==> run_1/floorplan.png <==
Bar = 20 um. Pins as bars on the die edge.
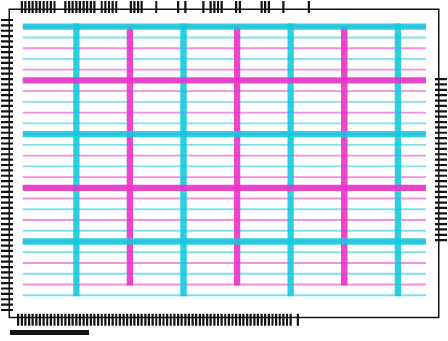
==> run_1/class_map.png <==
Bar = 20 um.
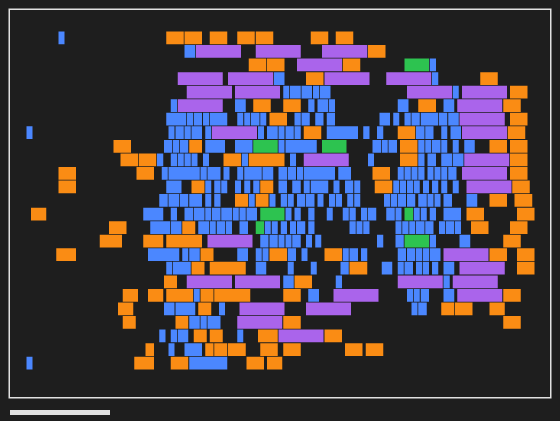
==> run_1/clock_wires.png <==
Bar = 20 um.
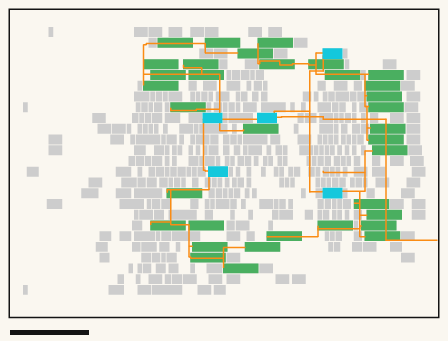
$ cat config.mk
export PLATFORM = sky130hd
export DESIGN_NAME = dmem_lsu
export DESIGN_NICKNAME = d
export VERILOG_FILES = /design/src/rtl/lsu_pkg.sv /design/src/rtl/lsu_load_align.sv /design/src/rtl/dmem_lsu.sv
export SDC_FILE = /design/constraint.sdc
export NUM_CORES = 1
export LEC_CHECK = 0
export ABC_AREA = 1
export CAP_MARGIN = 20
export CORE_ASPECT_RATIO = 0.7
export CORE_MARGIN = 3
export CORE_UTILIZATION = 37
export DETAILED_ROUTE_END_ITERATION = 10
export GPL_ROUTABILITY_DRIVEN = 0
export HOLD_SLACK_MARGIN = 0.03
export PLACE_DENSITY = 0.94
export SYNTH_ARGS = -nofsm -noshare
export SYNTH_HDL_FRONTEND = slang
export SYNTH_HIERARCHICAL = 1
export SYNTH_SLANG_ARGS = --single-unit
$ cat constraint.sdc
create_clock -name clk -period 1.9 [get_ports clk]
set_clock_uncertainty 0.2 [all_clocks]
set_input_delay 0.38 -clock clk [delete_from_list [all_inputs] [get_ports clk]]
set_output_delay 0.38 -clock clk [all_outputs]
set_load 0.02 [all_outputs]
$ cat src/rtl/lsu_pkg.sv
// Shared funct3 size codes, FSM state type and request legality check for the data-memory LSU.
// DMEM_LSU_SUBWORD_STORE_EN decides whether SB/SH are legal (read-modify-write) or rejected.
package lsu_pkg;

   localparam logic [2:0] F3_B  = 3'b000;
   localparam logic [2:0] F3_H  = 3'b001;
   localparam logic [2:0] F3_W  = 3'b010;
   localparam logic [2:0] F3_BU = 3'b100;
   localparam logic [2:0] F3_HU = 3'b101;

   typedef enum logic {
      ST_IDLE,
      ST_MERGE_WR
   } state_e;

   // Misaligned accesses, unused encodings and unsigned "store" sizes are all rejected
   function automatic logic lsuReqError(input logic [2:0] size, input logic we, input logic [1:0] off);
      logic e;
      e = 1'b0;
      case (size)
         F3_B:    e = 1'b0;
         F3_H:    e = off[0];
         F3_W:    e = (off != 2'b00);
         F3_BU:   e = we;
         F3_HU:   e = we | off[0];
         default: e = 1'b1;
      endcase
`ifndef DMEM_LSU_SUBWORD_STORE_EN
      if (we && ((size == F3_B) || (size == F3_H)))
         e = 1'b1;
`endif
      return e;
   endfunction

endpackage

$ cat src/rtl/lsu_load_align.sv
// Picks the addressed byte/halfword out of a memory word and sign- or zero-extends it.
module lsu_load_align
   import lsu_pkg::*;
(
   input  logic [31:0] i_word,
   input  logic [1:0]  i_byteOff,
   input  logic [2:0]  i_size,
   output logic [31:0] o_data
);

   logic [7:0]  w_byte;
   logic [15:0] w_half;

   always_comb begin
      w_byte = i_word[7:0];
      case (i_byteOff)
         2'd0:    w_byte = i_word[7:0];
         2'd1:    w_byte = i_word[15:8];
         2'd2:    w_byte = i_word[23:16];
         default: w_byte = i_word[31:24];
      endcase
      w_half = i_byteOff[1] ? i_word[31:16] : i_word[15:0];

      o_data = i_word;
      case (i_size)
         F3_B:    o_data = {{24{w_byte[7]}}, w_byte};
         F3_BU:   o_data = {24'd0, w_byte};
         F3_H:    o_data = {{16{w_half[15]}}, w_half};
         F3_HU:   o_data = {16'd0, w_half};
         default: o_data = i_word;
      endcase
   end

endmodule

$ cat src/rtl/dmem_lsu.sv
// Load/store unit between the pipeline and a word-wide data memory with combinational read.
// Define DMEM_LSU_SUBWORD_STORE_EN to enable SB/SH via read-modify-write; otherwise they are errors.
module dmem_lsu
   import lsu_pkg::*;
#(
   parameter int DMEM_POWER = 18
)(
   input  logic        clk,
   input  logic        rst_n,
   input  logic        req_valid,
   output logic        req_ready,
   input  logic        req_we,
   input  logic [2:0]  req_size,
   input  logic [31:0] req_addr,
   input  logic [31:0] req_wdata,
   output logic        resp_valid,
   output logic [31:0] resp_rdata,
   output logic        resp_err,
   output logic        mem_we,
   output logic [2:0]  mem_memsize,
   output logic [31:0] mem_a,
   output logic [31:0] mem_wd,
   input  logic [31:0] mem_rd
);

   state_e                r_state;
   state_e                w_nextState;
   logic                  w_accept;
   logic                  w_err;
   logic                  w_subwordStore;
   logic                  w_memWe;
   logic [31:0]           w_loadData;
   logic [31:0]           w_merged;
   logic [31:0]           r_mergeWord;
   logic [DMEM_POWER-1:0] r_mergeAddr;

   assign req_ready   = (r_state == ST_IDLE);
   assign w_accept    = req_valid & req_ready;
   assign w_err       = lsuReqError(req_size, req_we, req_addr[1:0]);
   assign mem_memsize = req_size;
   assign mem_we      = w_memWe & rst_n;

`ifdef DMEM_LSU_SUBWORD_STORE_EN
   assign w_subwordStore = w_accept & req_we & ~w_err & ((req_size == F3_B) | (req_size == F3_H));
`else
   assign w_subwordStore = 1'b0;
`endif

   lsu_load_align uAlign (
      .i_word    (mem_rd),
      .i_byteOff (req_addr[1:0]),
      .i_size    (req_size),
      .o_data    (w_loadData)
   );

   // Store data lands in the addressed lane of the word just read
   always_comb begin
      w_merged = mem_rd;
      if (req_size == F3_H) begin
         if (req_addr[1])
            w_merged[31:16] = req_wdata[15:0];
         else
            w_merged[15:0]  = req_wdata[15:0];
      end else begin
         case (req_addr[1:0])
            2'd0:    w_merged[7:0]   = req_wdata[7:0];
            2'd1:    w_merged[15:8]  = req_wdata[7:0];
            2'd2:    w_merged[23:16] = req_wdata[7:0];
            default: w_merged[31:24] = req_wdata[7:0];
         endcase
      end
   end

   always_comb begin
      w_nextState = r_state;
      w_memWe     = 1'b0;
      mem_a       = {req_addr[31:2], 2'b00};
      mem_wd      = req_wdata;
      case (r_state)
         ST_IDLE: begin
            w_memWe = w_accept & req_we & ~w_err & (req_size == F3_W);
            if (w_subwordStore)
               w_nextState = ST_MERGE_WR;
         end
         ST_MERGE_WR: begin
            mem_a       = {{(30-DMEM_POWER){1'b0}}, r_mergeAddr, 2'b00};
            mem_wd      = r_mergeWord;
            w_memWe     = 1'b1;
            w_nextState = ST_IDLE;
         end
         default: w_nextState = ST_IDLE;
      endcase
   end

   // Subword stores answer after their merge write; everything else answers the cycle after accept
   always_ff @(posedge clk or negedge rst_n) begin
      if (!rst_n) begin
         r_state     <= ST_IDLE;
         resp_valid  <= 1'b0;
         resp_rdata  <= 32'd0;
         resp_err    <= 1'b0;
         r_mergeWord <= 32'd0;
         r_mergeAddr <= '0;
      end else begin
         r_state    <= w_nextState;
         resp_valid <= (w_accept & ~w_subwordStore) | (r_state == ST_MERGE_WR);
         resp_err   <= w_accept & w_err;
         resp_rdata <= (w_accept & ~w_err & ~req_we) ? w_loadData : 32'd0;
         if (w_subwordStore) begin
            r_mergeWord <= w_merged;
            r_mergeAddr <= req_addr[DMEM_POWER+1:2];
         end
      end
   end

endmodule

==> flow_metrics.env, run 1 <==
# implementation run metrics
export IMPL_numClockSinks=34
export IMPL_cts_clk_slew_worst_paths_ps=70
export IMPL_largest_area_cell="sky130_fd_sc_hd__dfrtp_1"
export IMPL_drc=0
export IMPL_worst_endpoint_required_ps=1320
export IMPL_async_reset_ff_frac=1.00
export IMPL_grt_total_usage=0.213
export IMPL_power_density_nw_per_um2=511
export IMPL_detailed_place_hpwl_mm=6.61
export IMPL_cts_stage_hold_buffer_count=0
export IMPL_whs_ps=165
export IMPL_worst_slack_ps=71.2
export IMPL_stage_delay_of_the_slowest_cell_on_the_critical_path_ps=630
export IMPL_critPathKind="reg -> out"
export IMPL_critical_path_arrival_ps=1250
export IMPL_grt_start_max_net_pins=35
export IMPL_wire_per_inst_um=17.5
export IMPL_ys_top_cells_by_count="sky130_fd_sc_hd__nand2_1, sky130_fd_sc_hd__buf_4, sky130_fd_sc_hd__inv_1, sky130_fd_sc_hd__nand3_1, sky130_fd_sc_hd__dfrtp_1"
export IMPL_firstDrtPassIters=6
export IMPL_startpoint_type="flop"
export IMPL_crit_path_capture_type="output pin"
export IMPL_die_area_um2=8420
export IMPL_yosys_stat_area_um2=2720
export IMPL_design_final_nets=513
export IMPL_numCtsBuffers=5
export IMPL_cap_violations=0
export IMPL_run_status="complete, no violations"
export IMPL_unrepaired_setup_endpoints_after_global_routing="no"
export IMPL_area_leaders="sky130_fd_sc_hd__dfrtp_1, sky130_fd_sc_hd__buf_4, sky130_fd_sc_hd__nand2_1, sky130_fd_sc_hd__nand3_1, sky130_fd_sc_hd__nor2_2"
export IMPL_place_port_buffers=78
export IMPL_min_period_over_period=0.963
export IMPL_stdcell_area_um2=3420
export IMPL_syn_area_um2=2720
export IMPL_synthDistinctLibCells=23
export IMPL_drtIter0Drc=299
export IMPL_number_of_cells_in_yosys_stat=379
export IMPL_die_y_um=77.7
export IMPL_grt_overflow_total=0
export IMPL_yosys_warnings=6
export IMPL_synth_yosys_seq_area_share=0.313
export IMPL_placementRows=25
export IMPL_worst_path_buf_inv=1
export IMPL_cts_buffer_depth=2
Back to the opening pictures, floorplan.png:
Key: VSS = cyan; VDD = magenta
7 straps on met4. 26 met1 rails follow the rows. 206 signal pins sit on the boundary. The core has 25 rows.

Back to the opening pictures, class_map.png:
Key: remaining logic cells = blue [cells 267, share of their area 41%]; remaining buffers and delay cells = orange [cells 102, share of their area 31%]; clock drivers and dummy loads = green [cells 7, share of their area 2.4%]; sequential cells = purple [cells 34, share of their area 26%]

Back to the opening pictures, clock_wires.png:
Key: clock wires = orange [length 466 um]; flip-flops = green [count 34]; clock-net drivers = cyan [count 5]
There are 6 routed clock nets.

## run 1: flip-flops by register name, summed over array words and instances, names as in the netlist
name and cells:
resp_err 1, resp_rdata 32, resp_valid 1
## run 1: area by class of cell
cell class | count | area (um2) | share of cell area
clock buffer | 5 | 68.8 | 0.0201
clock inverter | 2 | 10.0 | 0.00293
inverter | 44 | 165 | 0.0483
multi-input combinational | 223 | 1190 | 0.349
sequential | 34 | 851 | 0.249
tap | 94 | 118 | 0.0344
timing repair buffer | 102 | 1010 | 0.296
## run 1: layout by cell type (no fill, tap or decap), types with 6 or more instances in the layout
cell type	count
sky130_fd_sc_hd__dfrtp_1	34
sky130_fd_sc_hd__nand2_1	77
sky130_fd_sc_hd__clkdlybuf4s50_1	66
sky130_fd_sc_hd__nand3_2	8
sky130_fd_sc_hd__dlygate4sd2_1	6
sky130_fd_sc_hd__buf_4	17
sky130_fd_sc_hd__inv_1	42
sky130_fd_sc_hd__nor2_2	32
sky130_fd_sc_hd__nor2_1	28
sky130_fd_sc_hd__nand3_1	36
sky130_fd_sc_hd__o21ai_0	17
## run 1: logic make-up (layout without fill, tap and decap cells)
kind of cell | after synthesis | count (layout) | synth area share
other cells | 2 | 3 | 0.00277
buf+inv | 126 | 153 | 0.292
simple gates | 196 | 199 | 0.349
compound gates | 21 | 21 | 0.0424
flops | 34 | 34 | 0.313
## run 1: layer usage
layer	routed length (um)	vias up	global-route usage
met1	3030	1171	0.241
li1	-	1156	-
met3	1450	21	0.110
met5	0	-	0
met2	4210	221	0.354
met4	127	0	0.0542
## run 1: timing repair
action | in CTS | in global routing
resized | 30 | 18
endpoints found under the setup margin | 36 | 32
buffers inserted | 2 | 1
gates cloned | 2 | 1
hold endpoints to repair | 0 | 0
pin swaps | 6 | 7
## run 1: report_power, final
group / internal, W / switching, W / leakage [nW]
combinational: 0.000217 / 0.000287 / 1.19
clock: 0.000246 / 0.000256 / 0.0438
sequential: 0.000736 / 0.00000367 / 0.469
total: 0.00120 / 0.000547 / 1.70
## run 1: final timing paths
path / start / to / slack, ps / depth (start not counted)
min in group clk: req_valid / resp_valid$_DFF_PN0_ / 280 / 1
max: resp_valid$_DFF_PN0_ / resp_valid / 70 / 1
min: rst_n / resp_rdata[11]$_DFF_PN0_ / 160 / 2
max in group asynchronous: rst_n / resp_rdata[28]$_DFF_PN0_ / 1030 / 2
## run 1: per-stage QoR
stage,cells,utilization
after global routing,504,0.492
after global placement,491,0.459
final,504,0.492
after detailed placement,491,0.459
after CTS,502,0.480
after floorplan,380,-
==> run_1/congestion_map.png <==
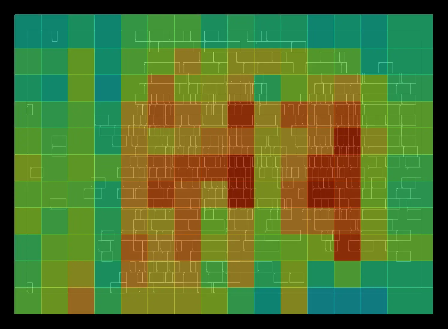

==> run 1 -> run 2 <==
--- a/config.mk
+++ b/config.mk
@@ -14,6 +14,7 @@
 export GPL_ROUTABILITY_DRIVEN = 0
 export HOLD_SLACK_MARGIN = 0.03
 export PLACE_DENSITY = 0.94
+export REMOVE_ABC_BUFFERS = 1
 export SYNTH_ARGS = -nofsm -noshare
 export SYNTH_HDL_FRONTEND = slang
 export SYNTH_HIERARCHICAL = 1
==> run_2/congestion_map.png <==
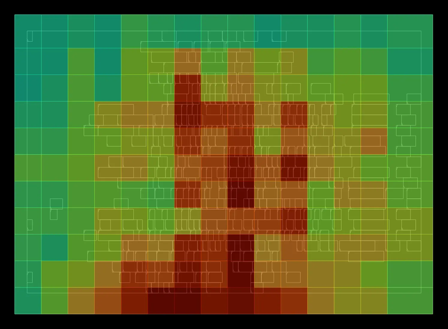
combined global-route utilization of all metal layers: 0.280
global route hottest layer: met2

==> run 2 against run 1 <==
- via count decreased by 0.70%
- core utilization decreased by 1.1 points
- worst hold slack got worse by 78 ps
- routed wire length increased by 35%
- synthesized cell count unchanged
- die size unchanged
- count of clock-buffer cells in the layout increased by 2
- sequential power about the same
- largest power group unchanged
- setup slack got worse by 17 ps
==> flow_metrics.env, run 2 <==
# implementation run metrics
export IMPL_globalRouteMet1Util=0.286
export IMPL_p_switching_w=0.000525
export IMPL_whs_ps=87.4
export IMPL_layout_top_cells="sky130_fd_sc_hd__nand2_1, sky130_fd_sc_hd__clkdlybuf4s50_1, sky130_fd_sc_hd__inv_1"
export IMPL_synthDistinctLibCells=23
export IMPL_largest_register_ff_count=32
export IMPL_detailed_place_hpwl_mm=9.82
export IMPL_seq_power_share=0.429
export IMPL_async_reset_ff_frac=1.00
export IMPL_post_layout_nonfiller_instances=505
export IMPL_crit_path_capture_type="output pin"
export IMPL_power_clock_fraction=0.288
export IMPL_power_density_nw_per_um2=516
export IMPL_post_route_util=0.481
export IMPL_internal_portion_of_total_power_w=0.00120
export IMPL_cts_buffer_depth=2
export IMPL_top_regs="resp_rdata: 32 flops, resp_err: 1 flops, resp_valid: 1 flops"
export IMPL_startpoint="resp_rdata[8]$_DFF_PN0_"
export IMPL_drtIter0Drc=256
export IMPL_largest_register="resp_rdata"
export IMPL_firstDrtPassIters=5
export IMPL_synth_yosys_seq_area_share=0.313
export IMPL_drc=0
export IMPL_area_sequential_um2=851
export IMPL_die_y_um=77.7
export IMPL_place_port_buffers=78
export IMPL_critical_path_arrival_ps=1270
export IMPL_placementRows=25
export IMPL_startpoint_type="flop"
export IMPL_cts_clk_slew_worst_paths_ps=70
export IMPL_cts_stage_hold_buffer_count=0
export IMPL_area_leaders="sky130_fd_sc_hd__dfrtp_1, sky130_fd_sc_hd__buf_4, sky130_fd_sc_hd__nand2_1, sky130_fd_sc_hd__nand3_1, sky130_fd_sc_hd__nor2_2"
export IMPL_syn_area_um2=2720
export IMPL_cts_repair_timing_setup_buffer_count=0
export IMPL_grt_overflow_total=0
export IMPL_yosys_stat_area_um2=2720
export IMPL_number_of_cells_in_yosys_stat=379
export IMPL_critPathKind="reg -> out"
export IMPL_unrepaired_setup_endpoints_after_global_routing="no"
export IMPL_run_status="complete, no violations"
export IMPL_dp_cells=496
export IMPL_cap_violations=0
export IMPL_worst_path_buf_inv=1
export IMPL_largest_area_cell="sky130_fd_sc_hd__dfrtp_1"
export IMPL_stdcell_area_um2=3340
run 2: power by group through the flow:
stage | clock network, W | logic (W) | registers, W
after global placement | 0 | 0.000456 | 0.000753
final | 0.000496 | 0.000489 | 0.000740
after global routing | 0.000540 | 0.000532 | 0.000741
after detailed placement | 0 | 0.000472 | 0.000754
after floorplan | 0 | 0.000190 | 0.000770
after CTS | 0.000511 | 0.000477 | 0.000740
run 2: worst paths after layout:
kind,slack (ps),to,cells after the start
max in group asynchronous,1100,resp_rdata[25]$_DFF_PN0_,2
min in group clk,420,resp_err$_DFF_PN0_,5
hold / removal,90,resp_rdata[22]$_DFF_PN0_,2
setup / recovery,50,resp_rdata[8],1
run 2: cell families after synthesis:
kind of cell	after synthesis	share of synthesized area
DFF	34	0.313
and+or+nand+nor	196	0.349
AOI/OAI and AO/OA	21	0.0424
other	2	0.00277
buffers and inverters	126	0.292
run 2: routing by layer:
metal  routed length, um  part of all wire  vias to the layer above
li1                    -                 -                     1156
met1                3880              0.33                     1124
met2                4470              0.38                      229
met3                2900              0.24                       38
met4                 478             0.040                        4
met5                 152             0.013                        -
run 2: area by class of cell:
class                   count  area share
clock buffers               7      0.0228
inverters                  44      0.0494
multi-input cells         222       0.335
flip-flops and latches     34       0.255
well taps                  94      0.0352
repair buffers            104       0.303
run 2: through the flow:
step                      total power (W)  setup slack [ps]
after floorplan                  0.000961               256
after global placement            0.00121              -620
after detailed placement          0.00123              -686
after CTS                         0.00173             -53.7
after global routing              0.00181             0.290
final                             0.00172              53.8
run 2: timing repair:
item,CTS,global route
gates resized,16,14
gates cloned,1,1
setup endpoints to repair,36,35
pin swaps,3,4
Power is estimated from default activity; no workload was simulated.
